File: config.mk
export PLATFORM = sky130hd
export DESIGN_NAME = bep_frame_encode
export DESIGN_NICKNAME = d
export VERILOG_FILES = /design/src/rtl/bep_frame_encode.sv
export SDC_FILE = /design/constraint.sdc
export NUM_CORES = 1
export LEC_CHECK = 0
export CORE_MARGIN = 5
export CORE_UTILIZATION = 60
export DETAILED_ROUTE_END_ITERATION = 10
export PLACE_DENSITY = 0.77
export SYNTH_ARGS = -nofsm -noshare
export SYNTH_HDL_FRONTEND = slang
export SYNTH_SLANG_ARGS = --single-unit
export TNS_END_PERCENT = 10
File: constraint.sdc
create_clock -name clock -period 3.2 [get_ports clock]
set_clock_uncertainty 0.1 [all_clocks]
set_input_delay 0.64 -clock clock [delete_from_list [all_inputs] [get_ports clock]]
set_output_delay 0.64 -clock clock [all_outputs]
set_load 0.1 [all_outputs]
File: src/rtl/bep_frame_encode.sv
// -----------------------------------------------------------------------------
// bep_frame_encode : stores a 12-byte BEP thermostat frame and serialises it
//                    MSB-first onto a serial_clock/serial_data pair.
// Option macro     : BEP_ENCODE_REPEAT_EN (repeat each start REPEAT_COUNT times)
// Revision         : 1.0  initial release
// -----------------------------------------------------------------------------
`default_nettype none

module bep_frame_encode #(
  parameter int HALF_PERIOD  = 4,
  parameter int GAP_CYCLES   = 16,
  parameter int REPEAT_COUNT = 3
) (
  input  logic       clock,
  input  logic       reset_n,
  input  logic [3:0] address,
  input  logic [7:0] write_data,
  input  logic       write_enable,
  input  logic       start,
  output logic       serial_clock,
  output logic       serial_data,
  output logic       busy,
  output logic       done
);

  localparam int FRAME_BYTES = 12;
  localparam int FRAME_BITS  = 8 * FRAME_BYTES;
  localparam int BIT_TIME    = 2 * HALF_PERIOD;
  localparam int PHASE_W     = $clog2(HALF_PERIOD) + 1;
  localparam int GAP_W       = $clog2(GAP_CYCLES + 1);
  localparam int REP_W       = $clog2(REPEAT_COUNT + 1);
`ifdef BEP_ENCODE_REPEAT_EN
  localparam int TX_PER_START = REPEAT_COUNT;
`else
  localparam int TX_PER_START = 1;
`endif

  typedef enum logic [1:0] {
    ST_IDLE  = 2'd0,
    ST_LOAD  = 2'd1,
    ST_SHIFT = 2'd2,
    ST_GAP   = 2'd3
  } state_t;

  state_t                  state_q;
  logic [7:0]              regs_q [FRAME_BYTES];
  logic [FRAME_BITS-1:0]   frame_snapshot;
  logic [FRAME_BITS-1:0]   shift_q;
  logic [6:0]              bit_q;
  logic [PHASE_W-1:0]      phase_q;
  logic [GAP_W-1:0]        gap_q;
  logic [REP_W-1:0]        rep_q;
  logic                    serial_clock_q;
  logic                    busy_q;
  logic                    done_q;
  logic                    last_tx;

  // Byte 0 occupies the top of the shift register so it leaves the wire first.
  always_comb begin
    frame_snapshot = '0;
    for (int i = 0; i < FRAME_BYTES; i++) begin
      frame_snapshot[FRAME_BITS-1-8*i -: 8] = regs_q[i];
    end
  end

  assign last_tx = (int'(rep_q) == TX_PER_START - 1);

  // Writes are accepted in every state; only a later LOAD sees them.
  always_ff @(posedge clock or negedge reset_n) begin
    if (!reset_n) begin
      for (int i = 0; i < FRAME_BYTES; i++) begin
        regs_q[i] <= 8'h00;
      end
    end else if (write_enable && (address < 4'd12)) begin
      regs_q[address] <= write_data;
    end
  end

  always_ff @(posedge clock or negedge reset_n) begin
    if (!reset_n) begin
      state_q        <= ST_IDLE;
      shift_q        <= '0;
      bit_q          <= 7'd0;
      phase_q        <= '0;
      gap_q          <= '0;
      rep_q          <= '0;
      serial_clock_q <= 1'b0;
      busy_q         <= 1'b0;
      done_q         <= 1'b0;
    end else begin
      case (state_q)
        ST_IDLE: begin
          done_q <= 1'b0;
          if (start) begin
            state_q <= ST_LOAD;
            busy_q  <= 1'b1;
            rep_q   <= '0;
          end
        end

        ST_LOAD: begin
          shift_q        <= frame_snapshot;
          bit_q          <= 7'd95;
          phase_q        <= '0;
          serial_clock_q <= 1'b0;
          state_q        <= ST_SHIFT;
        end

        ST_SHIFT: begin
          if (phase_q == PHASE_W'(BIT_TIME - 1)) begin
            // Falling edge: data advances only here, giving a full half period
            // of setup and hold around the rising edge.
            phase_q        <= '0;
            serial_clock_q <= 1'b0;
            shift_q        <= {shift_q[FRAME_BITS-2:0], 1'b0};
            if (bit_q == 7'd0) begin
              state_q <= ST_GAP;
              gap_q   <= '0;
              done_q  <= last_tx && (GAP_CYCLES == 1);
            end else begin
              bit_q <= bit_q - 7'd1;
            end
          end else begin
            phase_q        <= phase_q + PHASE_W'(1);
            serial_clock_q <= (phase_q >= PHASE_W'(HALF_PERIOD - 1));
          end
        end

        ST_GAP: begin
          if (gap_q == GAP_W'(GAP_CYCLES - 1)) begin
            done_q <= 1'b0;
            if (last_tx) begin
              state_q <= ST_IDLE;
              busy_q  <= 1'b0;
            end else begin
              state_q <= ST_LOAD;
              rep_q   <= rep_q + REP_W'(1);
            end
          end else begin
            gap_q  <= gap_q + GAP_W'(1);
            // Look ahead one cycle so the pulse lands in the final gap cycle.
            done_q <= last_tx && (int'(gap_q) + 2 == GAP_CYCLES);
          end
        end

        default: state_q <= ST_IDLE;
      endcase
    end
  end

  assign serial_clock = serial_clock_q;
  assign serial_data  = shift_q[FRAME_BITS-1];
  assign busy         = busy_q;
  assign done         = done_q;

endmodule

`default_nettype wire

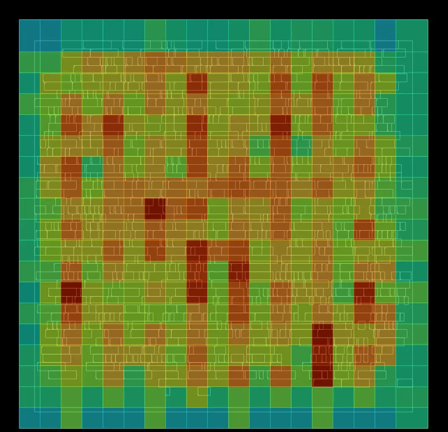
Figure 1: run 1, routing congestion map.
overall global routing resource usage: 21.3%
global-route met1 utilization: 29.9%

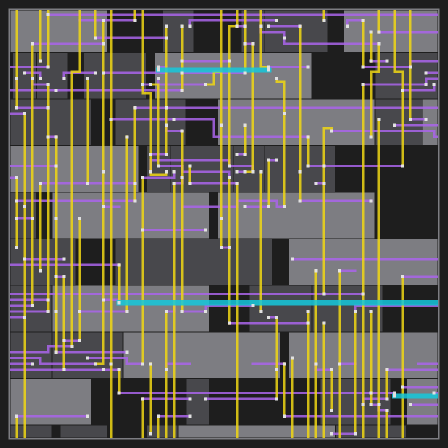
Figure 2: run 1, layout detail.
Window x 21 to 46, y 89 to 114 um. Cells in gray, sequential cells in the stronger gray; small squares are vias.
legend:
  metal 1:
    color: purple
  metal 2:
    color: yellow
  metal 3:
    color: cyan
cells with their middle in the window: 35
netlist names of flops here include: frame_snapshot (9), shift_q (3)
most frequent: dfrtp_1 (12), mux2_2 (7), mux2i_1 (5)
sequential cells in the window: 12

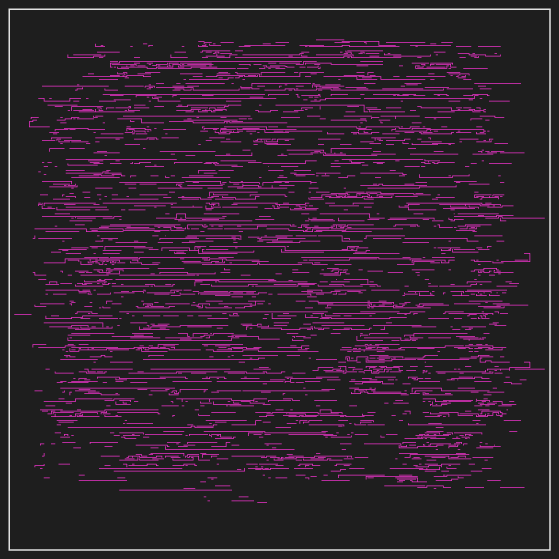
Figure 3: run 1, the metal 1 layer.
Drawn at 4 px/um.
longest straight run: 52.0 um
wire length on this layer: 8310 um
share of all routed wire: 45%
nets with wire on the layer: 772
main direction: horizontal
total wire length: 18.4 mm
detailed-route via count: 5818

==> summary.txt, run 1 <==
Implementation results are summarized by area below.

Status
The run finished with clean final reports.

Detailed routing
The number of design-rule violations left by the first detailed-router iteration is 410. The detailed router reports a met3 wire length of 810 um. Per the detail_route report, routed wire per instance is 18.1 um. After detailed routing, the wire length on met1 is 8.31 mm. The detail route stage leaves a number of antenna-violating nets equal to 0. The top routing layer in use is met4. The first-pass detailed-route iteration total is 4. The number of design rule violations left after detail routing is 0.

Summed over all nets, wire length on met2 after detailed routing comes to 9.03 mm.

Worst setup path
Per STA, the worst path is made up of ha_1 > and3_1 > ha_1 > nand2b_1 > a21boi_1 > o21ai_0 > a22o_1. All stages included, the depth of the critical timing path comes to 7. The category of the critical setup timing path is flip-flop to flip-flop. The worst setup path is launched from a flip-flop. Counting stages on the worst path, the most repeated cell is ha_1. Per STA, the highest per-stage delay on the worst path measures 0.48 ns.

According to the timing report, the data required time at the worst endpoint equals 3.48 ns. The sort of element at the end of the critical path is a flip-flop. STA lists the startpoint of the worst register-to-register path as gap_q[1].

The slack of the worst reg-to-reg path is 0.62 ns. The largest driver fanout on the critical path is 9. Per STA, the endpoint of the critical path is rep_q[1]. The critical-path cell with the highest stage delay is a21boi_1. The total buffers and inverters traversed by the critical path is 0. The destination of the worst register-to-register timing path is rep_q[1].

Data on the critical path arrives at its endpoint at 2.86 ns.

Worst hold path
The path category of the worst min-delay check is input pin to async pin.

Global route
Looking at the global route congestion table, the highest-usage layer is met2. Routing resource usage on met2 recorded by global route was 35.9%. In the global route stage, met3 resource usage came out at 2.61%. The wire length of the first global-routing pass is 31.5 mm.

The number of antenna violations at the first check in global routing is 0. The residual overflow from global routing is 0. The number of global-route vias before repair is 6266.

Pwr
The maximum vdd drop is 0.659 mV. Registers are responsible for 43.0% of the overall power. The power density relative to cell area is 955 nW/um^2. The group drawing the most power is registers. The clock group total power is 0.00246 W.

Cell internal power was estimated by the tool at 0.00655 W. The switching fraction of total power is 34.1%. The power share of the combinational group is 32.3%. Summed over all nets, the switching power comes to 0.00339 W. Per the OpenROAD power report, leakage power amounts to 4.41 nW. Sequential power for this build is 0.00428 W. For the combinational group, total power comes out at 0.00321 W.

Yosys
The synthesized netlist handed to floorplanning was reported with a cell count of 790. The cell taking the most area after synthesis is dfrtp_1. According to the Yosys statistics, the synthesized design has a chip area of 9350 sq um.

The synthesized netlist devotes 0.0937% of its cell area to XOR and XNOR gates. The area share of fa/ha/maj cells after synthesis is 1.74%. The cell area after synthesis is 9350 sq um. The number of storage elements in the synthesis netlist is 214. Ranked by total cell area, the synthesized netlist is headed by dfrtp_1, mux2_2, mux2i_1. In this run the biggest area consumer among cell types represents 57.3% of the synthesized area. The mux cell area share after synthesis is 22.2%. The largest family of logic cells by area is multiplexers.

The share of synthesized cell area in and-or and or-and compound cells is 7.62%. The synthesized net count is 819. For this run, the number of Yosys warnings is 0. Per the synthesis report, the number of distinct cell types is 39. The number of cells reported by Yosys stat comes to 790. The post-synthesis sequential area ratio is 57.3%.

Final timing
The last timing report of the flow puts the setup violation total at 0. The tightest hold path in the finished design has a slack of 0.0711 ns. Setup repair after global routing left no endpoint under its margin. In the final report, the number of pins over their slew limit comes to 0. The final layout reports a setup TNS of 0 ns. The maximum clock frequency is 387 MHz. The least setup slack across all paths after layout is 0.618 ns.

Endpoints failing hold in the final report were tallied at 0. The slew at the pin with the worst max-slew slack is 1.17 ns. The worst path in the final design needs a cycle of 2.58 ns, including I/O delays and setup.

Final layout
According to the finish report, the design has a final net count of 821. The layout has 14 inverters outside the clock class. The fraction of area in registers is 51.4%. Counting the clock-network buffers in the layout gives 32. The share of cell area taken by multi-input logic gates is 36.3%. The register cell area after layout is 5360 sq um. The end-of-flow core utilization is 68.2%. The number of signal-net buffers in the layout is 27. The number of multi-input combinational cells in the layout is 513.

The final report gives the standard cell area, fillers excluded, as 10400 sq um. Leaving out buffers and inverters, the combinational logic in the layout accounts for 3780 sq um. Clock tree buffers and inverters occupy 6.65% of the routed design's cell area. The non-clock buffer contribution to total cell area is 2.58%.

The highest-count logic cell in the final layout is dfrtp_1. After filler insertion, the fill cell instance count of the layout stands at 1095. The cell type taking the most area is flip-flops and latches. The most common logic cells in the final layout are dfrtp_1, nor2_1, a21oi_1. The final standard cell count with taps included and fillers excluded is 1017.

Floorplanning
The count of boundary I/O pins is 20. The placeable core region is 15300 sq um. The die extent in x is 135 um. During tapcell insertion the tool placed 211 well taps.

The die height is 135 um. For reference, the placement row count at floorplan is 45. In this run the full chip footprint comes out at 18200 sq um. The initial utilization of the core area, before any placement, comes to 61.3%.

Clock tree
The number of clock sinks is 214. The number of gates resized after CTS was 0. Per the CTS log, the buffer count on the longest clock path is 3. The clock-pin slew on the worst setup and hold paths is 0.06 ns. TritonCTS created 22 clock buffers. The count of hold buffers inserted by post-cts repair is 0.

The count of H-tree levels built during CTS is 1. TritonCTS built the clock tree.

Placed design
The routability congestion estimate is 0.780. The minimum setup slack after placement is 0.603 ns. The placed cell count is 979.

In this run the cell area measured after placement is 9720 sq um. The HPWL after detailed placement is 11.0 mm.

Job
The number of max-cap violations is 0. The number of warnings reported in the stage logs is 33.
[run 1: registers in the layout, summed over array words and instances (netlist names)]
signal and cells:
rep_q 2, frame_snapshot 96, busy 1, bit_q 7
shift_q 96, gap_q 5, state_q 2, serial_clock 1
phase_q 3, done 1
[run 1: cells in the mapped netlist (all sizes together)]
master	instances
inv	14
a22o	4
a211oi	2
nor2	112
o31ai	3
nor4	1
a31oi	1
a21oi	100
or3	5
nand3	20
clkbuf	43
nand2	13
or4	3
dfrtp	214
nand2b	7
nand4bb	1
nand4b	2
xor2	1
mux2i	97
nor2b	1
o21ai	8
nor3	1
nand3b	5
mux2	98
a21bo	1
a21boi	1
a31o	2
a32oi	1
nor3b	4
buf	6
ha	13
and3	2
a22oi	1
o211ai	2
o2111ai	1
Figure 4. Placed cells, one color a class (run 1).
Drawn at 3 px/um.
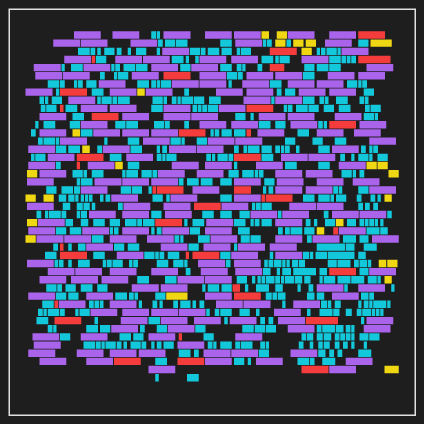

==> run 2: changes to the inputs <==
==> constraint.sdc (replaced) <==
create_clock -name clock -period 2.55 [get_ports clock]
set_clock_uncertainty 0.1 [all_clocks]
set_input_delay 0.51 -clock clock [delete_from_list [all_inputs] [get_ports clock]]
set_output_delay 0.51 -clock clock [all_outputs]
set_load 0.1 [all_outputs]
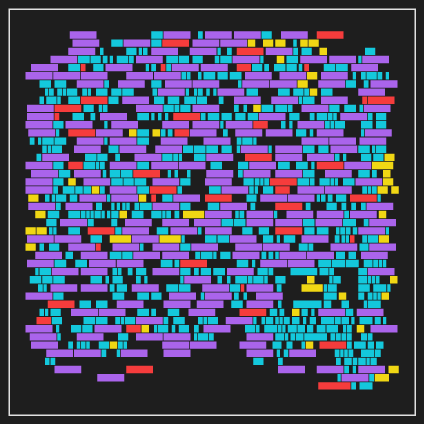
Figure 5: run 2, placed cells, one color a class.
Drawn at 3 px/um.
legend:
  clock drivers and dummy loads:
    color: red
    cells: 40
    share_of_their_area: 7.2%
  combinational and other logic:
    color: cyan
    cells: 527
    share_of_their_area: 37%
  remaining buffers and delay cells:
    color: yellow
    cells: 45
    share_of_their_area: 4.3%
  sequential cells:
    color: purple
    cells: 214
    share_of_their_area: 52%
core footprint: 15300 sq um
number of placement rows: 45

==> summary.txt, run 2 <==
Implementation results are summarized by area below.

Placed design
The detailed-placement wirelength estimate is 11.7 mm (was 11.0 mm). The minimum setup slack after placement is 0.0414 ns (was 0.603 ns). The routability congestion estimate is 0.827 (was 0.780). The total placed instance area is 9880 sq um (was 9720 sq um). The number of port buffers is 19 (unchanged). The placed cell count is 996 (was 979).

Yosys
The cell taking the most area after synthesis is dfrtp_1 (unchanged). The count of flip-flops with a built-in enable after synthesis is 0 (unchanged). The share of flip-flops with an asynchronous set or reset after synthesis came to 100% (unchanged).

The share of synthesized cell area in and-or and or-and compound cells is 7.62% (unchanged). The count of different cell masters after synthesis is 39 (unchanged). The number of cells produced by synthesis came to 790 (unchanged).

The predominant post-synthesis flop cell is dfrtp_1 (unchanged). The synthesized net count was 819 (unchanged). The cell area after synthesis came to 9350 sq um (unchanged). The post-synthesis chip area from yosys was 9350 sq um (unchanged). The number of cells in Yosys stat is 790 (unchanged). The average cell area after synthesis came to 11.8 sq um (unchanged). The post-synthesis sequential area ratio is 57.3% (unchanged). The area share of fa/ha/maj cells after synthesis is 1.74% (unchanged). The area share of the largest cell type after synthesis is 57.3% (unchanged). The library cell with the highest instance count after synthesis is dfrtp_1 (unchanged). The number of warning messages in the yosys log is 0 (unchanged). The simple-gate share of the synthesized area is 8.49% (unchanged).

The largest family of logic cells by area was multiplexers (unchanged). Cell area leaders: dfrtp_1, mux2_2, mux2i_1 (unchanged). The number of storage elements in the synthesis netlist is 214 (unchanged). The xor/xnor cell area share of the yosys netlist is 0.0937% (unchanged).

Top cells by instance count after synthesis: dfrtp_1, nor2_1, a21oi_1 (unchanged). The mux cell area share after synthesis is 22.2% (unchanged).

Worst setup path
The data arrival at the endpoint of the critical path is 2.57 ns (was 2.86 ns). The depth of the critical timing path with buffers and inverters included is 6 (was 7). The total buffers and inverters traversed by the critical path is 0 (unchanged). Ordered list of cells on the worst path: ha_1 > ha_1 > nand2_1 > or3_1 > a21oi_2 > mux2_1 (was ha_1 > and3_1 > ha_1 > nand2b_1 > a21boi_1 > o21ai_0 > a22o_1).

The largest driver fanout on the critical path came to 6 (was 9). The worst setup path startpoint is phase_q[1] (was gap_q[1]). The startpoint of the worst register-to-register path is phase_q[1] (was gap_q[1]). The kind of launch point of the worst setup path is a flip-flop (unchanged). The cell family contributing the most delay on the critical path is simple AND/OR/NAND/NOR gates (was AND-OR/OR-AND gates).

The biggest cell delay along the critical path is 0.51 ns (was 0.48 ns). The cell repeated most along the worst path is ha_1 (unchanged). The category of the critical setup timing path is flip-flop to flip-flop (unchanged).

The slack of the worst reg-to-reg path is 0.26 ns (was 0.62 ns). The destination of the worst register-to-register timing path is done (was rep_q[1]). The required arrival time at the worst endpoint is 2.83 ns (was 3.48 ns). The critical-path cell with the highest stage delay is or3_1 (was a21boi_1).

The termination of the worst setup path is done (was rep_q[1]). The number of cell instances on the worst register-to-register path is 6 (was 7). The sort of element at the end of the critical path is a flip-flop (unchanged).

Detailed routing
The via count of the routed design is 6020 (was 5818). The routed length on met1 is 8.42 mm (was 8.31 mm). The number of design rule violations left after detail routing is 0 (unchanged). The remaining antenna violation count after routing is 0 (unchanged). The number of design-rule violations left by the first detailed-router iteration was 434 (was 410). The via-per-instance ratio came to 5.81 (was 5.72). The sum of met2 wire segment lengths after detailed routing is 9.30 mm (was 9.03 mm). The top routing layer in use is met4 (unchanged). The overall routed net length is 18.8 mm (was 18.4 mm). The final routed wire length divided by cell count came to 18.1 um (about the same). The first-pass detailed-route iteration total is 5 (was 4). The detailed-routed wire length on met3 is 653 um (was 810 um).

Global route
The wire length of the first global-routing pass is 32.5 mm (was 31.5 mm). The total routing resource utilization after global routing is 21.9% (was 21.3%). The maximum number of pins on one net before global-route repair is 83 (was 193).

The residual overflow from global routing came to 0 (unchanged). The number of global-route vias before repair is 6425 (was 6266). The number of antenna violations at the first check in global routing is 0 (unchanged).

Clock tree
The count of H-tree levels built during CTS came to 1 (unchanged). The clock latency on the worst-skew pair is 0.49 ns (was 0.50 ns). The clock tree from TritonCTS is built (unchanged). The number of clock sinks is 214 (unchanged).

The number of buffers inserted during clock tree synthesis is 22 (unchanged). The maximum clock path buffer count is 3 (unchanged). The master cell of the clock root buffer was clkbuf_16 (unchanged).

The clock-pin slew on the worst setup and hold paths is 0.06 ns (about the same).

Final layout
The final standard cell count with taps included and fillers excluded is 1037 (was 1017). The end-of-flow core utilization is 69.8% (was 68.2%). The filler cell count in the final layout is 1057 (was 1095). The highest-count logic cell in the final layout was dfrtp_1 (unchanged). The final-stage net count is 839 (was 821). The fraction of final layout cells sized beyond drive strength 1 is 20.9% (was 18.0%). The post-route standard cell area excluding fillers was 10600 sq um (was 10400 sq um). The final antenna diode count came to 0 (unchanged). The area growth from synthesis to final layout is 13.9% (was 11.4%). Highest-count cells in the layout ignoring fill and taps: dfrtp_1, nor2_1, a21oi_1 (unchanged).

Pwr
The group drawing the most power is registers (unchanged). The power share of the combinational group was 32.6% (was 32.3%). The static leakage is 4.56 nW (was 4.41 nW). The clock share of power came to 25.3% (was 24.7%). The power in combinational cells is 0.00416 W (was 0.00321 W). The clock group total power is 0.00323 W (was 0.00246 W).

The internal power is 0.00840 W (was 0.00655 W). The net switching power of the design is 0.00437 W (was 0.00339 W). The power density relative to cell area came to 1200 nW/um^2 (was 955 nW/um^2).

The part of the power in registers came to 42.1% (was 43.0%). The maximum vdd drop is 0.697 mV (was 0.659 mV). The power in sequential cells was 0.00538 W (was 0.00428 W).

The switching fraction of total power is 34.2% (was 34.1%).

Status
Status: complete, no violations (unchanged).

Final timing
The setup TNS after final layout was 0 ns (unchanged). The post-route fraction of the period consumed by the critical path is 89.9% (was 80.7%). The slew at the pin with the worst max-slew slack is 0.789 ns (was 1.17 ns). The worst hold margin is 0.402 ns (was 0.0711 ns). The number of pins with negative max-slew slack in the final report came to 0 (unchanged). The relative max-transition margin came to 47.2% (was 21.9%). The least setup slack across all paths after layout is 0.258 ns (was 0.618 ns). The count of endpoints failing hold in the final timing report is 0 (unchanged). The maximum clock frequency came to 436 MHz (was 387 MHz). The number of setup violations in the final report is 0 (unchanged). RSZ-0062 raised after global routing: false (unchanged). The final period demand of the worst path is 2.29 ns (was 2.58 ns).

Worst hold path
The path category of the worst min-delay check is flip-flop to flip-flop (was input pin to async pin). Looking at hold timing, the worst path starts from frame_snapshot[0]. The worst-case hold path end point is shift_q[0].

Job
The number of max-cap violations is 0 (unchanged). The number of warnings the tools reported is 31 (was 33).

Floorplanning
The chip area came to 18200 sq um (unchanged). The die height is 135 um (unchanged). The effective utilization at floorplan is 61.3% (unchanged). The die extent in x is 135 um (unchanged).

The count of boundary I/O pins is 20 (unchanged).
-- run 2: layout make-up --
cell class | count | area (sq um) | share of cell area (%)
Inverter | 14 | 52.6 | 0.494
Sequential cell | 214 | 5360 | 50.3
Tap cell | 211 | 264 | 2.48
Clock buffer | 31 | 676 | 6.35
Clock inverter | 9 | 70.1 | 0.658
Multi-Input combinational cell | 513 | 3780 | 35.5
Timing Repair Buffer | 45 | 444 | 4.17
-- run 2: what timing repair did --
item | CTS | global route
endpoints found under the setup margin | 0 | 1
hold buffers | 1 | 0
setup buffers | 0 | 0
endpoints found under the hold margin | 62 | 0
resized | 0 | 1
-- run 2: metal layers --
layer	GRT usage, %	vias up
met2	37.0	107
met3	3.20	37
met5	0	-
met1	30.0	3064
li1	-	2812
met4	5.66	0
Figure 6. The metal 1 layer (run 2).
Drawn at 4 px/um.
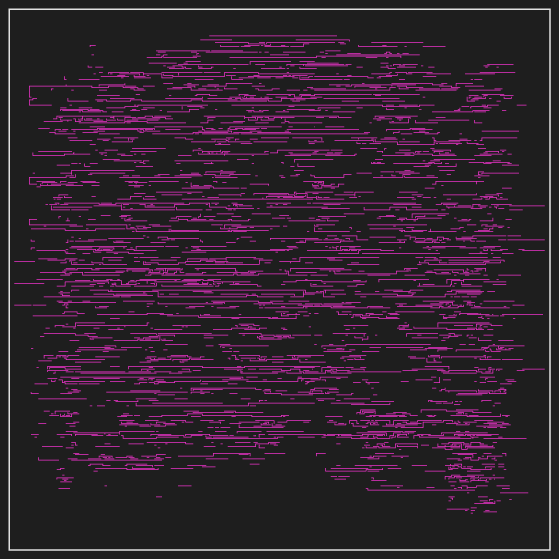

==> run 3: changes to the inputs <==
--- a/config.mk
+++ b/config.mk
@@ -5,10 +5,12 @@
 export SDC_FILE = /design/constraint.sdc
 export NUM_CORES = 1
 export LEC_CHECK = 0
+export CELL_PAD_IN_SITES_DETAIL_PLACEMENT = 2
+export CELL_PAD_IN_SITES_GLOBAL_PLACEMENT = 2
 export CORE_MARGIN = 5
-export CORE_UTILIZATION = 60
+export CORE_UTILIZATION = 43
 export DETAILED_ROUTE_END_ITERATION = 10
-export PLACE_DENSITY = 0.77
+export PLACE_DENSITY_LB_ADDON = 0.1
 export SYNTH_ARGS = -nofsm -noshare
 export SYNTH_HDL_FRONTEND = slang
 export SYNTH_SLANG_ARGS = --single-unit
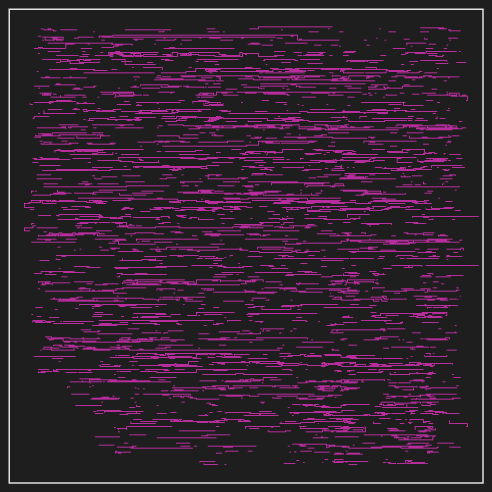
Figure 7: run 3, the metal 1 layer.
Drawn at 3 px/um.
total wire length: 23.5 mm
detailed-route via count: 6078
global-route met1 utilization: 24.8%

==> summary.txt, run 3 <==
Implementation results are summarized by area below.

Status
Status: complete, no violations (unchanged).

Yosys
The number of warning messages in the yosys log was 0 (unchanged). The simple-gate share of the synthesized area came to 8.49% (unchanged). Top cells by instance count after synthesis: dfrtp_1, nor2_1, a21oi_1 (unchanged). Cell area leaders: dfrtp_1, mux2_2, mux2i_1 (unchanged). The synthesized net count was 819 (unchanged).

The area share of the largest cell type after synthesis is 57.3% (unchanged). The share of synthesized cell area in and-or and or-and compound cells is 7.62% (unchanged). The share of flip-flops with an asynchronous set or reset after synthesis is 100% (unchanged).

The largest family of logic cells by area is multiplexers (unchanged). The count of different cell masters after synthesis is 39 (unchanged). The area share of fa/ha/maj cells after synthesis is 1.74% (unchanged). The mux cell area share after synthesis is 22.2% (unchanged). The post-synthesis chip area from yosys is 9350 sq um (unchanged). The number of storage elements in the synthesis netlist is 214 (unchanged).

The cell taking the most area after synthesis is dfrtp_1 (unchanged). The xor/xnor cell area share of the yosys netlist is 0.0937% (unchanged). The number of cells produced by synthesis is 790 (unchanged).

The predominant post-synthesis flop cell is dfrtp_1 (unchanged). The cell area after synthesis is 9350 sq um (unchanged). The count of flip-flops with a built-in enable after synthesis is 0 (unchanged).

Pwr
The power density relative to cell area was 1220 nW/um^2 (was 1200 nW/um^2). The net switching power of the design is 0.00464 W (was 0.00437 W). The part of the power in registers is 41.1% (was 42.1%). The clock group total power is 0.00342 W (was 0.00323 W).

The power in combinational cells is 0.00434 W (was 0.00416 W). The switching fraction of total power is 35.2% (was 34.2%). The power in sequential cells was 0.00541 W (was 0.00538 W). The internal power was 0.00853 W (was 0.00840 W). The group drawing the most power is registers (unchanged). The power share of the combinational group is 33.0% (was 32.6%). The maximum vdd drop was 0.599 mV (was 0.697 mV). The static leakage is 4.59 nW (was 4.56 nW).

Final timing
The setup TNS after final layout was 0 ns (unchanged). RSZ-0062 raised after global routing: false (unchanged). The number of setup violations in the final report is 0 (unchanged). The worst hold margin is 0.404 ns (was 0.402 ns). The post-route fraction of the period consumed by the critical path is 91.7% (was 89.9%). The relative max-transition margin is 56.3% (was 47.2%).

The number of pins with negative max-slew slack in the final report is 0 (unchanged). The final period demand of the worst path was 2.34 ns (was 2.29 ns). The slew at the pin with the worst max-slew slack came to 0.656 ns (was 0.789 ns).

The count of endpoints failing hold in the final timing report came to 0 (unchanged).

Clock tree
The clock-pin slew on the worst setup and hold paths was 0.06 ns (about the same). The count of hold buffers inserted by post-cts repair is 1 (unchanged). The clock latency on the worst-skew pair is 0.52 ns (was 0.49 ns). The master cell of the clock root buffer was clkbuf_16 (unchanged). The clock tree from TritonCTS is built (unchanged). The quantity of gates resized following cts is 0 (unchanged). The number of clock sinks is 214 (unchanged).

The count of H-tree levels built during CTS is 1 (unchanged).

Detailed routing
The first-pass detailed-route iteration total came to 4 (was 5). The sum of met2 wire segment lengths after detailed routing is 12.4 mm (was 9.30 mm). The number of design-rule violations left by the first detailed-router iteration was 184 (was 434). The final routed wire length divided by cell count is 21.2 um (was 18.1 um). The via-per-instance ratio is 5.47 (was 5.81). The number of design rule violations left after detail routing was 0 (unchanged).

Placed design
The minimum setup slack after placement is 0.0656 ns (was 0.0414 ns). The detailed-placement wirelength estimate came to 14.4 mm (was 11.7 mm). The total placed instance area came to 10000 sq um (was 9880 sq um). The routability congestion estimate came to 0.754 (was 0.827). The number of port buffers is 19 (unchanged). The placed cell count is 1069 (was 996).

Worst setup path
Ordered list of cells on the worst path: inv_1 > ha_4 > nand2_1 > or3_1 > a21oi_2 > mux2_1 (was ha_1 > ha_1 > nand2_1 > or3_1 > a21oi_2 > mux2_1). The largest driver fanout on the critical path is 8 (was 6). The data arrival at the endpoint of the critical path is 2.62 ns (was 2.57 ns). The biggest cell delay along the critical path came to 0.55 ns (was 0.51 ns). The total buffers and inverters traversed by the critical path was 1 (was 0). The cell family contributing the most delay on the critical path is simple AND/OR/NAND/NOR gates (unchanged). The kind of launch point of the worst setup path is a flip-flop (unchanged).

The category of the critical setup timing path is flip-flop to flip-flop (unchanged). The critical-path cell with the highest stage delay is or3_1 (unchanged).

Floorplanning
The die height came to 157 um (was 135 um). The count of standard-cell rows is 54 (was 45). The count of boundary I/O pins is 20 (unchanged).

The effective utilization at floorplan is 43.2% (was 61.3%). The chip area is 24800 sq um (was 18200 sq um).

Global route
The busiest layer in global routing was met2 (unchanged). The total routing resource utilization after global routing is 19.6% (was 21.9%). The met2 track demand over resource is 36.4% (was 37.0%).

The met3 track utilization from global routing came to 2.31% (was 3.20%). The number of antenna violations at the first check in global routing was 0 (unchanged). The number of global-route vias before repair was 7064 (was 6425).

The residual overflow from global routing was 0 (unchanged). The wire length of the first global-routing pass is 38.7 mm (was 32.5 mm). The maximum number of pins on one net before global-route repair is 85 (was 83).

Final layout
The end-of-flow core utilization came to 50.1% (was 69.8%). Highest-count cells in the layout ignoring fill and taps: dfrtp_1, nor2_1, a21oi_1 (unchanged). The fraction of final layout cells sized beyond drive strength 1 is 21.2% (was 20.9%). The final-stage net count is 845 (was 839). The post-route standard cell area excluding fillers came to 10800 sq um (was 10600 sq um). The highest-count logic cell in the final layout is dfrtp_1 (unchanged).

The final standard cell count with taps included and fillers excluded is 1112 (was 1037).

Job
The number of max-cap violations is 0 (unchanged).

Worst hold path
The path category of the worst min-delay check is flip-flop to flip-flop (unchanged).
## run 3: area by class of cell
cell class              count  area, sq um
inverters                  14         52.6
clock buffers              36          726
repair buffers             49          487
fillers                  2131        10800
multi-input cells         513         3780
clock inverters             6         68.8
well taps                 280          350
flip-flops and latches    214         5360
## run 3: path summary, 6_finish.rpt
| check | endpoint | slack, ns | depth (start not counted) | startpoint |
|---|---|---|---|---|
| max | done | 0.21 | 6 | state_q[0] |
| max reg2reg | done | 0.21 | 6 | state_q[0] |
| max in group asynchronous | frame_snapshot[0] | 1.20 | 3 | reset_n |
| min | frame_snapshot[41] | 0.40 | 1 | frame_snapshot[41] |
| min in group asynchronous | shift_q[4] | 0.47 | 2 | reset_n |
| min reg2reg | frame_snapshot[41] | 0.40 | 1 | frame_snapshot[41] |

==> gallery <==
Cells by drive strength.
image #1
Drawn at 3 px/um.
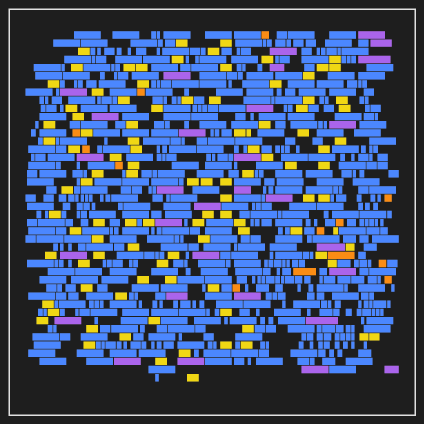
image #2
Drawn at 2 px/um.
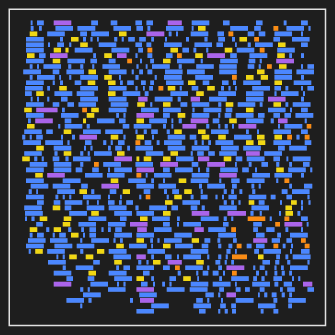
- largest die: image #2
- image #2 = run 3
- image #1 = run 1

Power and IR drop assume default switching activity.
